==> config.mk <==
export PLATFORM = sky130hd
export DESIGN_NAME = pipeline_hazard_controller
export DESIGN_NICKNAME = d
export VERILOG_FILES = /design/src/rtl/pipeline_hazard_controller_pkg.sv /design/src/rtl/pipeline_hazard_controller_flush_arbiter.sv /design/src/rtl/pipeline_hazard_controller.sv
export SDC_FILE = /design/constraint.sdc
export NUM_CORES = 1
export LEC_CHECK = 0
export ABC_AREA = 1
export CORE_ASPECT_RATIO = 1.5
export CORE_UTILIZATION = 30
export DETAILED_ROUTE_END_ITERATION = 10
export GPL_ROUTABILITY_DRIVEN = 0
export GPL_TIMING_DRIVEN = 0
export SLEW_MARGIN = 20
export SYNTH_ARGS = -nofsm -noshare
export SYNTH_HDL_FRONTEND = slang
export SYNTH_SLANG_ARGS = --single-unit
==> constraint.sdc <==
create_clock -name clk -period 3.8 [get_ports clk]
set_clock_uncertainty 0.05 [all_clocks]
set_input_delay 1.14 -clock clk [delete_from_list [all_inputs] [get_ports clk]]
set_output_delay 1.14 -clock clk [all_outputs]
set_load 0.05 [all_outputs]
==> src/rtl/pipeline_hazard_controller_pkg.sv <==
// Shared types for the pipeline hazard controller: basic address/counter types,
// the control FSM states and the oldest-requester flush priority function.
package pipeline_hazard_controller_pkg;

   typedef logic [31:0] addr_t;
   typedef logic [63:0] cnt64_t;
   typedef logic [31:0] cnt32_t;

   localparam int MAX_STAGES  = 32;
   localparam int STAGE_IDX_W = 5;

   typedef enum logic [1:0] {
      ST_RUN    = 2'd0,
      ST_FLUSH  = 2'd1,
      ST_DRAIN  = 2'd2,
      ST_HALTED = 2'd3
   } hz_state_e;

   // Highest set bit wins: the oldest stage owns the redirect.
   function automatic logic [STAGE_IDX_W-1:0] flush_winner(input logic [MAX_STAGES-1:0] req);
      logic [STAGE_IDX_W-1:0] idx;
      idx = {STAGE_IDX_W{1'b0}};
      for (int i = 0; i < MAX_STAGES; i++) begin
         idx = req[i] ? STAGE_IDX_W'(i) : idx;
      end
      return idx;
   endfunction

endpackage

==> src/rtl/pipeline_hazard_controller_flush_arbiter.sv <==
// Flush arbiter: picks the oldest flush requester and muxes out its redirect PC.
module flush_arbiter
   import pipeline_hazard_controller_pkg::*;
#(
   parameter int NUM_STAGES = 5,
   parameter int ADDR_WIDTH = 32
) (
   input  logic [NUM_STAGES-1:0]                 i_req,
   input  logic [NUM_STAGES-1:0][ADDR_WIDTH-1:0] i_pc,
   output logic                                  o_valid,
   output logic [STAGE_IDX_W-1:0]                o_idx,
   output logic [ADDR_WIDTH-1:0]                 o_pc
);

   // Priority encode the requests and select the winner's PC.
   always_comb begin
      o_valid = |i_req;
      o_idx   = flush_winner(MAX_STAGES'(i_req));
      o_pc    = {ADDR_WIDTH{1'b0}};
      for (int i = 0; i < NUM_STAGES; i++) begin
         o_pc = (o_idx == STAGE_IDX_W'(i)) ? i_pc[i] : o_pc;
      end
   end

endmodule

==> src/rtl/pipeline_hazard_controller.sv <==
// Pipeline hazard controller: stall back-pressure, oldest-wins flush/redirect,
// drain-and-halt sequencing, plus commit and stall-cycle counters.
module pipeline_hazard_controller
   import pipeline_hazard_controller_pkg::*;
#(
   parameter int NUM_STAGES   = 5,
   parameter int ADDR_WIDTH   = 32,
   parameter int COMMIT_WIDTH = 2,
   parameter int FLUSH_CYCLES = 1
) (
   input  logic                                  clk,
   input  logic                                  rstN,
   input  logic [NUM_STAGES-1:0]                 stallReq,
   input  logic [NUM_STAGES-1:0]                 stageValid,
   input  logic [NUM_STAGES-1:0]                 flushReq,
   input  logic [NUM_STAGES-1:0][ADDR_WIDTH-1:0] flushPc,
   input  logic [$clog2(COMMIT_WIDTH+1)-1:0]     commitCount,
   input  logic                                  haltReq,
   input  logic                                  resumeReq,
   output logic [NUM_STAGES-1:0]                 stall,
   output logic [NUM_STAGES-1:0]                 bubble,
   output logic [NUM_STAGES-1:0]                 flush,
   output logic [ADDR_WIDTH-1:0]                 nextPc,
   output logic                                  nextPcValid,
   output logic                                  halted,
   output logic [63:0]                           opCommitCount,
   output logic [31:0]                           stallCycleCount
);

   localparam logic [3:0] FLUSH_RELOAD = 4'(FLUSH_CYCLES - 1);

   hz_state_e              r_state;
   logic [NUM_STAGES-1:0]  r_flush;
   logic [STAGE_IDX_W-1:0] r_flush_idx;
   logic [3:0]             r_flush_cnt;
   logic [ADDR_WIDTH-1:0]  r_next_pc;
   logic                   r_next_pc_valid;
   logic                   r_halted;
   cnt64_t                 r_op_commit_count;
   cnt32_t                 r_stall_cycle_count;

   logic                   w_fl_valid;
   logic [STAGE_IDX_W-1:0] w_fl_idx;
   logic [ADDR_WIDTH-1:0]  w_fl_pc;
   logic [NUM_STAGES-1:0]  w_fl_mask;
   logic                   w_accept;
   logic                   w_acc;
   logic [NUM_STAGES-1:0]  w_stall_pre;
   logic [NUM_STAGES-1:0]  w_bubble_pre;
   logic [NUM_STAGES-1:0]  w_stall;
   logic [NUM_STAGES-1:0]  w_bubble;
   logic                   w_unused;

   assign w_unused = stageValid[0];

   flush_arbiter #(
      .NUM_STAGES (NUM_STAGES),
      .ADDR_WIDTH (ADDR_WIDTH)
   ) u_flush_arbiter (
      .i_req   (flushReq),
      .i_pc    (flushPc),
      .o_valid (w_fl_valid),
      .o_idx   (w_fl_idx),
      .o_pc    (w_fl_pc)
   );

   // Kill mask: every stage younger than the winning requester.
   always_comb begin
      for (int i = 0; i < NUM_STAGES; i++) begin
         w_fl_mask[i] = (STAGE_IDX_W'(i) < w_fl_idx);
      end
   end

   // Flush acceptance; during FLUSH only an older requester may preempt.
   always_comb begin
      case (r_state)
         ST_RUN, ST_DRAIN: w_accept = w_fl_valid;
         ST_FLUSH:         w_accept = w_fl_valid && (w_fl_idx > r_flush_idx);
         ST_HALTED:        w_accept = 1'b0;
         default:          w_accept = 1'b0;
      endcase
   end

   // Stall back-pressure toward younger stages, bubbles at the stall boundary.
   always_comb begin
      w_acc       = 1'b0;
      w_stall_pre = {NUM_STAGES{1'b0}};
      for (int i = NUM_STAGES - 1; i >= 0; i--) begin
         w_acc          = w_acc | stallReq[i];
         w_stall_pre[i] = w_acc;
      end
      w_stall_pre[0]  = w_stall_pre[0] | (r_state == ST_DRAIN) | (r_state == ST_HALTED);
      w_bubble_pre    = {NUM_STAGES{1'b0}};
      for (int i = 1; i < NUM_STAGES; i++) begin
         w_bubble_pre[i] = w_stall_pre[i-1] & ~w_stall_pre[i];
      end
      w_stall  = w_stall_pre & ~r_flush;
      w_bubble = w_bubble_pre & ~r_flush;
   end

   // Control FSM, redirect registers and counters.
   always_ff @(posedge clk) begin
      if (!rstN) begin
         r_state             <= ST_RUN;
         r_flush             <= {NUM_STAGES{1'b0}};
         r_flush_idx         <= {STAGE_IDX_W{1'b0}};
         r_flush_cnt         <= 4'd0;
         r_next_pc           <= {ADDR_WIDTH{1'b0}};
         r_next_pc_valid     <= 1'b0;
         r_halted            <= 1'b0;
         r_op_commit_count   <= 64'd0;
         r_stall_cycle_count <= 32'd0;
      end else begin
         r_op_commit_count <= r_op_commit_count + 64'(commitCount);
         if (w_stall[0] && (r_state != ST_HALTED) && (r_stall_cycle_count != 32'hFFFF_FFFF)) begin
            r_stall_cycle_count <= r_stall_cycle_count + 32'd1;
         end
         r_next_pc_valid <= 1'b0;
         if (w_accept) begin
            r_state         <= ST_FLUSH;
            r_flush         <= w_fl_mask;
            r_flush_idx     <= w_fl_idx;
            r_flush_cnt     <= FLUSH_RELOAD;
            r_next_pc       <= w_fl_pc;
            r_next_pc_valid <= 1'b1;
         end else begin
            case (r_state)
               ST_RUN: begin
                  if (haltReq) r_state <= ST_DRAIN;
               end
               ST_FLUSH: begin
                  if (r_flush_cnt == 4'd0) begin
                     r_flush <= {NUM_STAGES{1'b0}};
                     r_state <= haltReq ? ST_DRAIN : ST_RUN;
                  end else begin
                     r_flush_cnt <= r_flush_cnt - 4'd1;
                  end
               end
               ST_DRAIN: begin
                  if (!haltReq) begin
                     r_state <= ST_RUN;
                  end else if (stageValid[NUM_STAGES-1:1] == {(NUM_STAGES-1){1'b0}}) begin
                     r_state  <= ST_HALTED;
                     r_halted <= 1'b1;
                  end
               end
               ST_HALTED: begin
                  if (resumeReq) begin
                     r_state  <= ST_RUN;
                     r_halted <= 1'b0;
                  end
               end
               default: begin
                  r_state  <= ST_RUN;
                  r_flush  <= {NUM_STAGES{1'b0}};
                  r_halted <= 1'b0;
               end
            endcase
         end
      end
   end

   assign stall           = w_stall;
   assign bubble          = w_bubble;
   assign flush           = r_flush;
   assign nextPc          = r_next_pc;
   assign nextPcValid     = r_next_pc_valid;
   assign halted          = r_halted;
   assign opCommitCount   = r_op_commit_count;
   assign stallCycleCount = r_stall_cycle_count;

endmodule

==> results.yml, run 1 <==
# physical design summary
outcome:
  status: "completed"
synth:
  syn-cell-area_um2: 9230
  synth_cell_types: 30
  ys_warn_count: 0
  enable_flop_cells: 0
  ys.flop_type: "dfxtp_1"
  ys_chip_area_um2: 9230
  ys_seq_frac: 0.312
  synthArstFlopShare: 0
  yosysCellCount: 1568
  ys_ff: 144
  synthesis.nets: 1757
worst_setup_path:
  crit_arrival_ns: 2.59
  critPathMostFrequentCell: "clkdlybuf4s50_1"
  reg2reg_from: "opCommitCount[0]"
  cp-start-kind: "input port"
  crit_buf_inv: 2
  cp-startpoint: "stallReq[3]"
  r2r_cells: 9
  cp.required_ns: 2.61
  cpLargestDelayFamily: "buffers and inverters"
  critical_path.max_stage_delay_ns: 0.80
  r2r-end: "opCommitCount[28]"
  cp_slowest_cell: "clkdlybuf4s50_1"
  critPathMaxFanout: 2
  crit_type: "input port to primary output"
  crit_path_end_kind: "primary output"
floorplan:
  chip_area_um2: 31500
  io_pins: 326
global_routing:
  gr-total-overflow: 0
  grt_pass1_vias: 11100
  grt_antenna_before_repair: 1
  grt_usage: 0.247
  grt_pass1_wl_mm: 59.3
pwr:
  p_leak_nw: 4.79
  p_total_w: 0.00459
  p_sw_w: 0.00156
  power_density_nw_per_um2: 339
  swShare: 0.339
  combPwrFrac: 0.261
  internal_power_w: 0.00303
  p_seq_frac: 0.364
final_timing:
  max_clock_freq_mhz: 265
  fin_setup_tns_ns: 0
  tightest_slew_ns: 0.780
  hold_viol_final: 0
  fin_crit_sh: 0.994
  maxSlewHeadroom: 0.480
  fin_ws_ns: 0.0228
  period_minus_slack_ns: 3.78
  setup_violations: 0
hold_path:
  min_to: "nextPc[0]"
  min_path_type: "register to register"
  worstHoldStart: "nextPc[0]"
  min_delay_path_depth: 2
clock_tree:
  cts_root_buffer: "clkbuf_16"
  cts_resized: 15
  clockBufferDepth: 2
  cts_hold_buf: 0
  post_cts.repair.setup_buffers: 0
  cts_buffers: 17
  h-tree-depth: 4
  clkTransAtPathRegs_ns: 0.06
  cts.sinks: 144
  cts_tree: "yes"
routing:
  drt_iter0_drc: 494
  drc: 0
  via_per_inst: 4.85
  wire_per_inst_um: 16.7
  drtPass1Iterations: 6
  finalWirelength_mm: 38.7
  ant_nets: 0
final_layout:
  syn_to_final_growth_pct: 46.7
  drive_above_1_share: 0.0713
  final_nets: 2097
  fill_cells: 3275
  lay_top_cells: "554 x nand2_1, 313 x clkdlybuf4s50_1, 238 x nor2_1, 144 x dfxtp_1, 123 x nand3_1"
  layout.cells.most_common: "nand2_1"
placement:
  port-buffer-count: 321
  dp_cells: 2289
  pre_cts_ws_ns: -0.763
  place_hpwl_mm: 31.7
job:
  maxCapViolations: 0
  warnings: 28
[run 1: worst register-to-register path: stages (launching register included)]
cell and delay, ns:
dfxtp_1 0.33, ha_1 0.31, inv_1 0.10, fa_1 0.49, nor2_4 0.22, inv_1 0.06, nor2_1 0.23, nand2_1 0.15
or2_2 0.30, a21oi_1 0.14
[run 1: synth_stat cells (3+ instances only)]
| cell | count | area, um^2 |
|---|---|---|
| o21ai_1 | 26 | 130 |
| dfxtp_1 | 144 | 2880 |
| or2_0 | 11 | 68.8 |
| nand2_4 | 3 | 33.8 |
| nor2_4 | 5 | 56.3 |
| a21oi_1 | 86 | 430 |
| buf_2 | 11 | 55.1 |
| buf_6 | 4 | 45.0 |
| nand4_1 | 55 | 344 |
| ha_1 | 7 | 87.6 |
| nand2_1 | 554 | 2080 |
| buf_4 | 7 | 52.6 |
| nor2_2 | 20 | 125 |
| inv_2 | 3 | 11.3 |
| o21ai_0 | 39 | 195 |
| clkbuf_1 | 32 | 120 |
| inv_1 | 120 | 450 |
| nor2_1 | 241 | 905 |
| xor2_1 | 15 | 131 |
| nand2_2 | 11 | 68.8 |
| nand3_1 | 123 | 616 |
| nor3_1 | 5 | 25.0 |
| or2_2 | 34 | 213 |
| xnor2_1 | 3 | 26.3 |
[run 1: through the flow]
step	hold WS (ns)	util	instance area (um^2)
2_1_floorplan	0.387	-	9230
4_1_cts	0.407	0.447	13500
3_3_place_gp	0.389	0.428	12900
3_5_place_dp	0.397	0.428	12900
5_1_grt	0.426	0.447	13500
6_report	0.405	0.447	13500
[run 1: power by group through the flow]
stage                     logic, W  clock network, W  registers [W]
after floorplan           0.000409                 0        0.00196
after global placement     0.00121                 0        0.00170
after detailed placement   0.00121                 0        0.00170
after CTS                  0.00121           0.00175        0.00167
after global routing       0.00128           0.00181        0.00168
final                      0.00120           0.00172        0.00167
[run 1: layer usage]
metal	share of wire	global-route usage
met1	0.36	0.234
met2	0.52	0.468
met5	0	0
met3	0.067	0.0633
met4	0.057	0.165
[run 1: flip-flops by register name, indices dropped and copies added (netlist names)]
name,flops
flush,5
halted,1
nextPc,32
nextPcValid,1
opCommitCount,64
r_flush_cnt,4
r_flush_idx,3
r_state,2
stallCycleCount,32
[run 1: final cells by class]
type,count,area (um^2),area share
multi-input combinational,1247,5630,0.416
inverter,123,462,0.0341
clock inverter,13,153,0.0113
sequential,144,2880,0.213
antenna,1,2.50,0.000185
buffer,54,279,0.0206
clock buffer,19,433,0.0320
tap,400,500,0.0370
timing repair buffer,321,3200,0.236
[run 1: how the worst max path moves through the flow]
stage,to,slack (ns),cells past startpoint
final,bubble[4],0.02,4
after global routing,bubble[4],-0.01,4
after CTS,stall[3],0.002,4
after detailed placement,nextPc[15],-0.76,17
after global placement,nextPc[28],-0.73,14
after floorplan,bubble[1],0.0002,5
[run 1: cell families (layout without fill, tap and decap cells)]
family	Yosys count	in the layout	synth area share
compound gates	156	156	0.0859
xor+xnor	18	18	0.0171
fa+ha+maj	8	8	0.0117
buf+inv	177	530	0.0796
flops	144	144	0.312
other cells	1	2	0.000406
simple gates	1064	1064	0.493
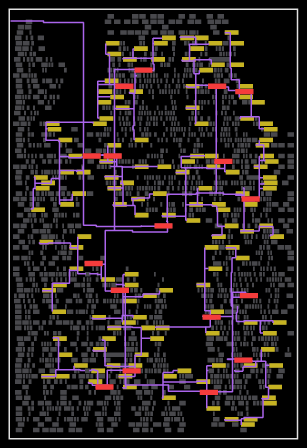
run_1/clk_routes.png
[red] clock drivers | count: 17
[purple] clock wires | length: 2270 um
[yellow] flip-flops | count: 144
routed clock nets: 18
flops lie: widely spread
clk latency late pin: 0.46 ns
Clk network pwr share: 0.375
clk pwr: 0.00172 W

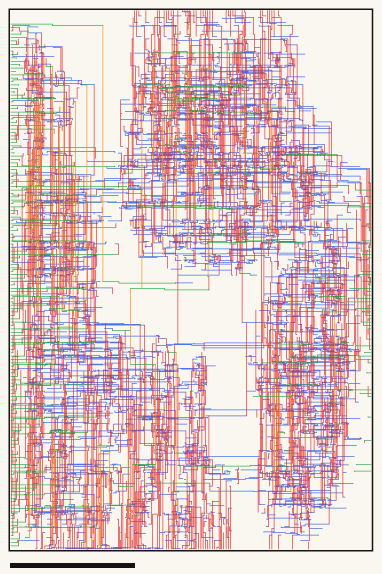
run_1/wires.png
Scale bar: 50 um.
| colour | layer | wire length |
|---|---|---|
| red | metal 2 | 20.1 mm |
| blue | metal 1 | 13800 um |
| orange | metal 4 | 2210 um |
| green | metal 3 | 2600 um |

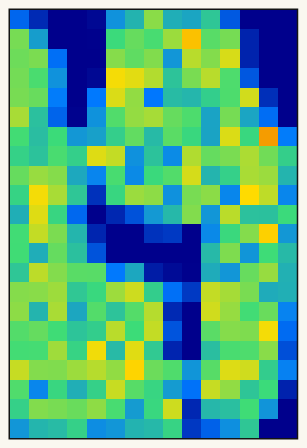
run_1/cell_density.png
The die is cut into 15 by 22 equal tiles; dark blue is low, red is high, 0 to 100% covered.
nearly empty tiles: 12%
mean over tiles: 41%
tiles over 75% full: 1.5%
FP Util: 0.305
fin util: 0.447
core area: 30300 um^2

==> inputs of run 2 (changes only) <==
- TNS_END_PERCENT: default -> 10
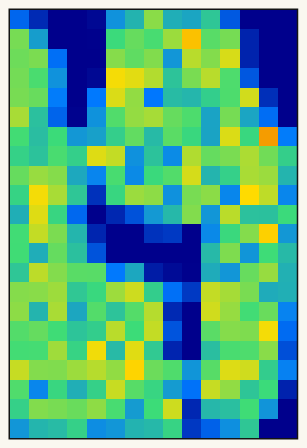
run_2/cell_density.png
The die is cut into 15 by 22 equal tiles; dark blue is low, red is high, 0 to 100% covered.
mean over tiles: 41%
nearly empty tiles: 12%
fullest tile: 82%
tiles over 75% full: 1.5%

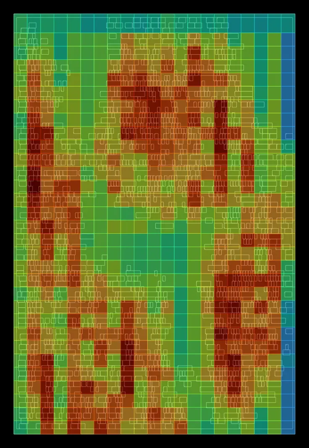
run_2/congestion.png
fin util: 0.447
grt met2 use: 0.468
most used routing layer: met2

==> run 2 against run 1 <==
- power about the same
- largest power group unchanged
- critical path type unchanged
- sequential power barely moved
- synthesized cell count unchanged
- setup slack better by 0.026 ns
- fmax is 0.70% higher
- area after synthesis unchanged
- critical path depth unchanged
==> results.yml, run 2 <==
# physical design summary
outcome:
  status: "completed"
worst_setup_path:
  critical_path.max_stage_delay_ns: 0.80
  r2r_cells: 9
  crit_arrival_ns: 2.56
  cp.required_ns: 2.61
  cp_slowest_cell: "clkdlybuf4s50_1"
  critPathMostFrequentCell: "clkdlybuf4s50_1"
  crit_type: "input port to primary output"
  cpLargestDelayFamily: "buffers and inverters"
  crit_buf_inv: 2
final_timing:
  max_clock_freq_mhz: 267
  setup_violations: 0
  tightest_slew_ns: 0.778
  hold_viol_final: 0
  fin_crit_sh: 0.987
  period_minus_slack_ns: 3.75
  maxSlewHeadroom: 0.482
clock_tree:
  cts_tree: "yes"
  cts_buffers: 17
  post_cts.repair.setup_buffers: 0
  clockBufferDepth: 2
  cts.sinks: 144
  h-tree-depth: 4
  clkTransAtPathRegs_ns: 0.06
synth:
  ys_chip_area_um2: 9230
  yosysCellCount: 1568
  synthArstFlopShare: 0
  ys_sh_xor: 0.0171
  simple_gate_share: 0.493
  synth_cell_types: 30
  yosys.area_share.adder: 0.0117
  ys_warn_count: 0
  logic_family: "simple AND/OR/NAND/NOR gates"
  post-synth-top-count-cell: "nand2_1"
  area_leaders: "dfxtp_1 31%, nand2_1 23%, nor2_1 9.8%, nand3_1 6.7%, inv_1 4.9%"
  common_cells: "554 x nand2_1, 241 x nor2_1, 144 x dfxtp_1"
  enable_flop_cells: 0
  ys_ff: 144
  ys.flop_type: "dfxtp_1"
  syn-cell-area_um2: 9230
  top_area_cell: "dfxtp_1"
  top_area_frac: 0.312
  ys_sh_mux: 0
  ys_seq_frac: 0.312
hold_path:
  min_to: "nextPc[0]"
  worstHoldStart: "nextPc[0]"
  min_path_type: "register to register"
  min_delay_path_depth: 2
routing:
  drc: 0
  wire_per_inst_um: 16.7
  drt_iter0_drc: 492
  via_per_inst: 4.86
  finalWirelength_mm: 38.7
  drtPass1Iterations: 6
placement:
  placed_area_um2: 12900
  place_hpwl_mm: 31.7
  port-buffer-count: 321
floorplan:
  core_um2: 30300
  chip_area_um2: 31500
  io_pins: 326
  fp_util: 0.305
final_layout:
  fin_area_um2: 13500
  largest_register_ffs: 64
  fill_cells: 3277
  final_nets: 2097
  lay_top_cells: "554 x nand2_1, 313 x clkdlybuf4s50_1, 239 x nor2_1, 144 x dfxtp_1, 123 x nand3_1"
  drive_above_1_share: 0.0703
  syn_to_final_growth_pct: 46.8
  layout.cells.most_common: "nand2_1"
job:
  maxCapViolations: 0
  warnings: 28
pwr:
  power_density_nw_per_um2: 339
  p_leak_nw: 4.79
global_routing:
  gr-total-overflow: 0
  grt_antenna_before_repair: 1
run 2: power by group:
group          total [W]  switching (W)  internal [W]
sequential       0.00167      0.0000740       0.00160
combinational    0.00120       0.000743      0.000456
clock            0.00172       0.000741      0.000979
total            0.00459        0.00156       0.00303
run 2: kinds of logic (layout without fill, tap and decap cells):
kind of cell | count (synthesis) | in the layout
simple gates | 1064 | 1064
buf+inv | 177 | 530
compound gates | 156 | 156
flops | 144 | 144
xor+xnor | 18 | 18
fa+ha+maj | 8 | 8
other cells | 1 | 2
run 2: stage by stage:
stage          cells  power, W  hold WS, ns  setup slack (ns)  setup TNS [ns]
2_1_floorplan   1568   0.00237        0.387          0.000248               0
3_3_place_gp    2289   0.00290        0.389            -0.731          -30.91
3_5_place_dp    2289   0.00291        0.397            -0.763          -32.05
4_1_cts         2321   0.00463        0.407           0.00178               0
5_1_grt         2322   0.00477        0.426           -0.0445         -0.0555
6_report        2322   0.00459        0.405            0.0491               0
run 2: worst register-to-register path: stages, from the launching register on:
cell and delay [ns]:
dfxtp_1 0.33, ha_1 0.31, inv_1 0.10, fa_1 0.49, nor2_4 0.22, inv_1 0.06
nor2_1 0.23, nand2_1 0.15, or2_2 0.30, a21oi_1 0.14
run 2: timing repair:
action | in CTS | in global routing
resized | 15 | 13
endpoints found under the setup margin | 46 | 36
hold buffers | 0 | 0
run 2: cell type report:
cell class,count,area [um^2],share of cell area
Clock inverter,13,153,0.0113
Inverter,123,462,0.0341
Multi-Input combinational cell,1247,5620,0.415
Timing Repair Buffer,321,3200,0.237
Tap cell,400,500,0.0370
Buffer,54,279,0.0206
Sequential cell,144,2880,0.213
Clock buffer,19,433,0.0320
Antenna cell,1,2.50,0.000185
run 2: worst max path at each step:
stage	from	end	slack (ns)	cells past startpoint
after detailed placement	flushReq[1]	nextPc[15]	-0.76	17
after global placement	flushReq[4]	nextPc[28]	-0.73	14
after floorplan	stallReq[3]	bubble[1]	0.0002	5
after CTS	stallReq[4]	stall[3]	0.002	4
final	stallReq[3]	bubble[4]	0.05	4
after global routing	stallReq[4]	bubble[3]	-0.04	5
run 2: routing by layer:
metal / vias to the layer above / track usage / part of all wire
li1: 5665 / - / -
met1: 5068 / 0.234 / 0.36
met2: 450 / 0.468 / 0.52
met3: 101 / 0.0633 / 0.068
met4: 0 / 0.165 / 0.057
met5: - / 0 / 0
==> inputs of run 3 (changes only) <==
- CORE_UTILIZATION: 30 -> 46
- PLACE_DENSITY: default -> 0.82
==> run 3 against run 2 <==
- wire length down 5.3%
- critical path type unchanged
- critical path depth unchanged
- first-iteration DRC count rose by 74%
- largest cell class unchanged
==> results.yml, run 3 <==
# physical design summary
worst_setup_path:
  cp.required_ns: 2.61
  r2r-end: "opCommitCount[24]"
  crit_arrival_ns: 2.57
  cp-startpoint: "stallReq[4]"
  crit_type: "input port to primary output"
  reg2reg_from: "opCommitCount[0]"
  crit_path_end_kind: "primary output"
  cp_slowest_cell: "clkdlybuf4s50_1"
  critPathMostFrequentCell: "clkdlybuf4s50_1"
  cp-start-kind: "input port"
  crit_end: "stall[4]"
global_routing:
  grt_pass1_vias: 11300
  gr-total-overflow: 0
  grt_pass1_wl_mm: 56.9
clock_tree:
  cts_root_buffer: "clkbuf_16"
  clkTransAtPathRegs_ns: 0.06
  cts_buffers: 17
  cts.sinks: 144
  h-tree-depth: 4
  cts_tree: "yes"
  clk_latency_ns: 0.44
pwr:
  p_total_w: 0.00469
  power_density_nw_per_um2: 350
final_timing:
  fin_crit_sh: 0.990
  period_minus_slack_ns: 3.76
  setup_violations: 0
  maxSlewHeadroom: 0.491
  hold_ws_ns: 0.406
synth:
  ys_seq_frac: 0.312
  ys_sh_mux: 0
  syn-cell-area_um2: 9230
  synthesis.nets: 1757
  enable_flop_cells: 0
  area_leaders: "dfxtp_1 31%, nand2_1 23%, nor2_1 9.8%, nand3_1 6.7%, inv_1 4.9%"
  common_cells: "554 x nand2_1, 241 x nor2_1, 144 x dfxtp_1"
  top_area_cell: "dfxtp_1"
  logic_family: "simple AND/OR/NAND/NOR gates"
  yosys.area_share.adder: 0.0117
  ys.flop_type: "dfxtp_1"
  ys_ff: 144
  yosysCellCount: 1568
  synthArstFlopShare: 0
  synth_cell_types: 30
outcome:
  status: "completed"
routing:
  wire_per_inst_um: 16.8
  drtPass1Iterations: 5
  ant_nets: 0
  finalWirelength_mm: 36.6
  drt_iter0_drc: 855
job:
  maxCapViolations: 0
  warnings: 28
final_layout:
  syn_to_final_growth_pct: 45.3
  drive_above_1_share: 0.0703
  finalNonFillerCells: 2183
  largest_register_ffs: 64
  final_nets: 2097
  fin_util: 0.680
hold_path:
  min_path_type: "register to register"
placement:
  port-buffer-count: 321
  dp_cells: 2149
floorplan:
  chip_area_um2: 20600
  io_pins: 326
  fp_util: 0.468
[run 3: cell counts after synthesis]
Identical to the previous run, type by type.
[run 3: worst min path at each step]
stage,to,slack [ns],startpoint,cells after the start
global placement,nextPc[3],0.39,nextPc[3],2
global route,nextPc[11],0.43,nextPc[11],2
CTS,nextPc[2],0.41,nextPc[2],2
detailed placement,nextPc[2],0.39,nextPc[2],2
floorplan,r_flush_idx[0],0.39,r_flush_idx[0],2
finish,nextPc[26],0.41,nextPc[26],2
[run 3: cell type report]
class,instances,area (um^2)
Antenna cell,4,10.0
Multi-Input combinational cell,1247,5620
Fill cell,1801,6300
Tap cell,260,325
Buffer,54,277
Sequential cell,144,2880
Timing Repair Buffer,321,3200
Clock buffer,20,467
Inverter,123,462
Clock inverter,10,160
[run 3: per-stage QoR]
step / setup slack (ns) / setup TNS [ns]
floorplan: 0.000248 / 0
global placement: -0.501 / -19.76
detailed placement: -0.553 / -20.93
CTS: 0.0333 / 0
global route: -0.0579 / -0.0579
finish: 0.0362 / 0
[run 3: per-layer routing]
metal / global-route usage / wire, um / vias to the layer above
met1: 0.339 / 12300 / 5297
met2: 0.660 / 18800 / 608
met5: 0 / 0 / -
met3: 0.0870 / 2970 / 158
li1: - / - / 5679
met4: 0.267 / 2600 / 0
[run 3: timing repair]
action / CTS / global route
setup buffers: 0 / 0
endpoints found under the setup margin: 37 / 35
resized: 13 / 11
hold buffers: 0 / 0
[run 3: worst max-delay path, delay by kind of cell]
family / cells / cell delay, ns
buffers and inverters: 3 / 1.36
and+or+nand+nor: 1 / 0.07
[run 3: where the power goes]
part / internal [W] / switching (W)
logic: 0.000455 / 0.000749
registers: 0.00160 / 0.0000686
clock network: 0.00114 / 0.000673
[run 3: cells by family (layout without fill, tap and decap cells)]
family,count (synthesis),after routing
xor+xnor,18,18
buf+inv,177,528
flops,144,144
compound gates,156,156
fa+ha+maj,8,8
other cells,1,5
simple gates,1064,1064
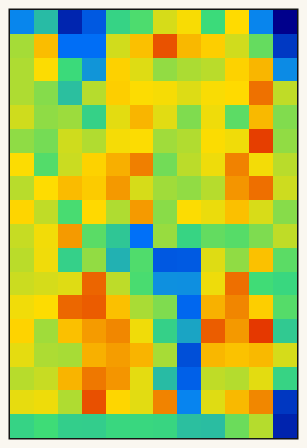
run_3/cell_density.png
The die is cut into 12 by 18 equal tiles; dark blue is low, red is high, 0 to 100% covered.
tiles over 75% full: 27%
mean over tiles: 63%
nearly empty tiles: 0.50%

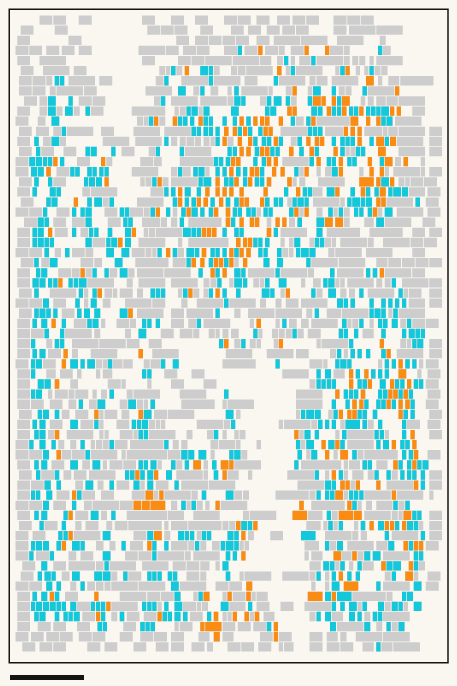
run_3/logic_types.png
Scale bar: 20 um.
| colour | family | cells |
|---|---|---|
| orange | NOR gates | 273 |
| cyan | NAND gates | 746 |

Power and IR drop assume default switching activity.
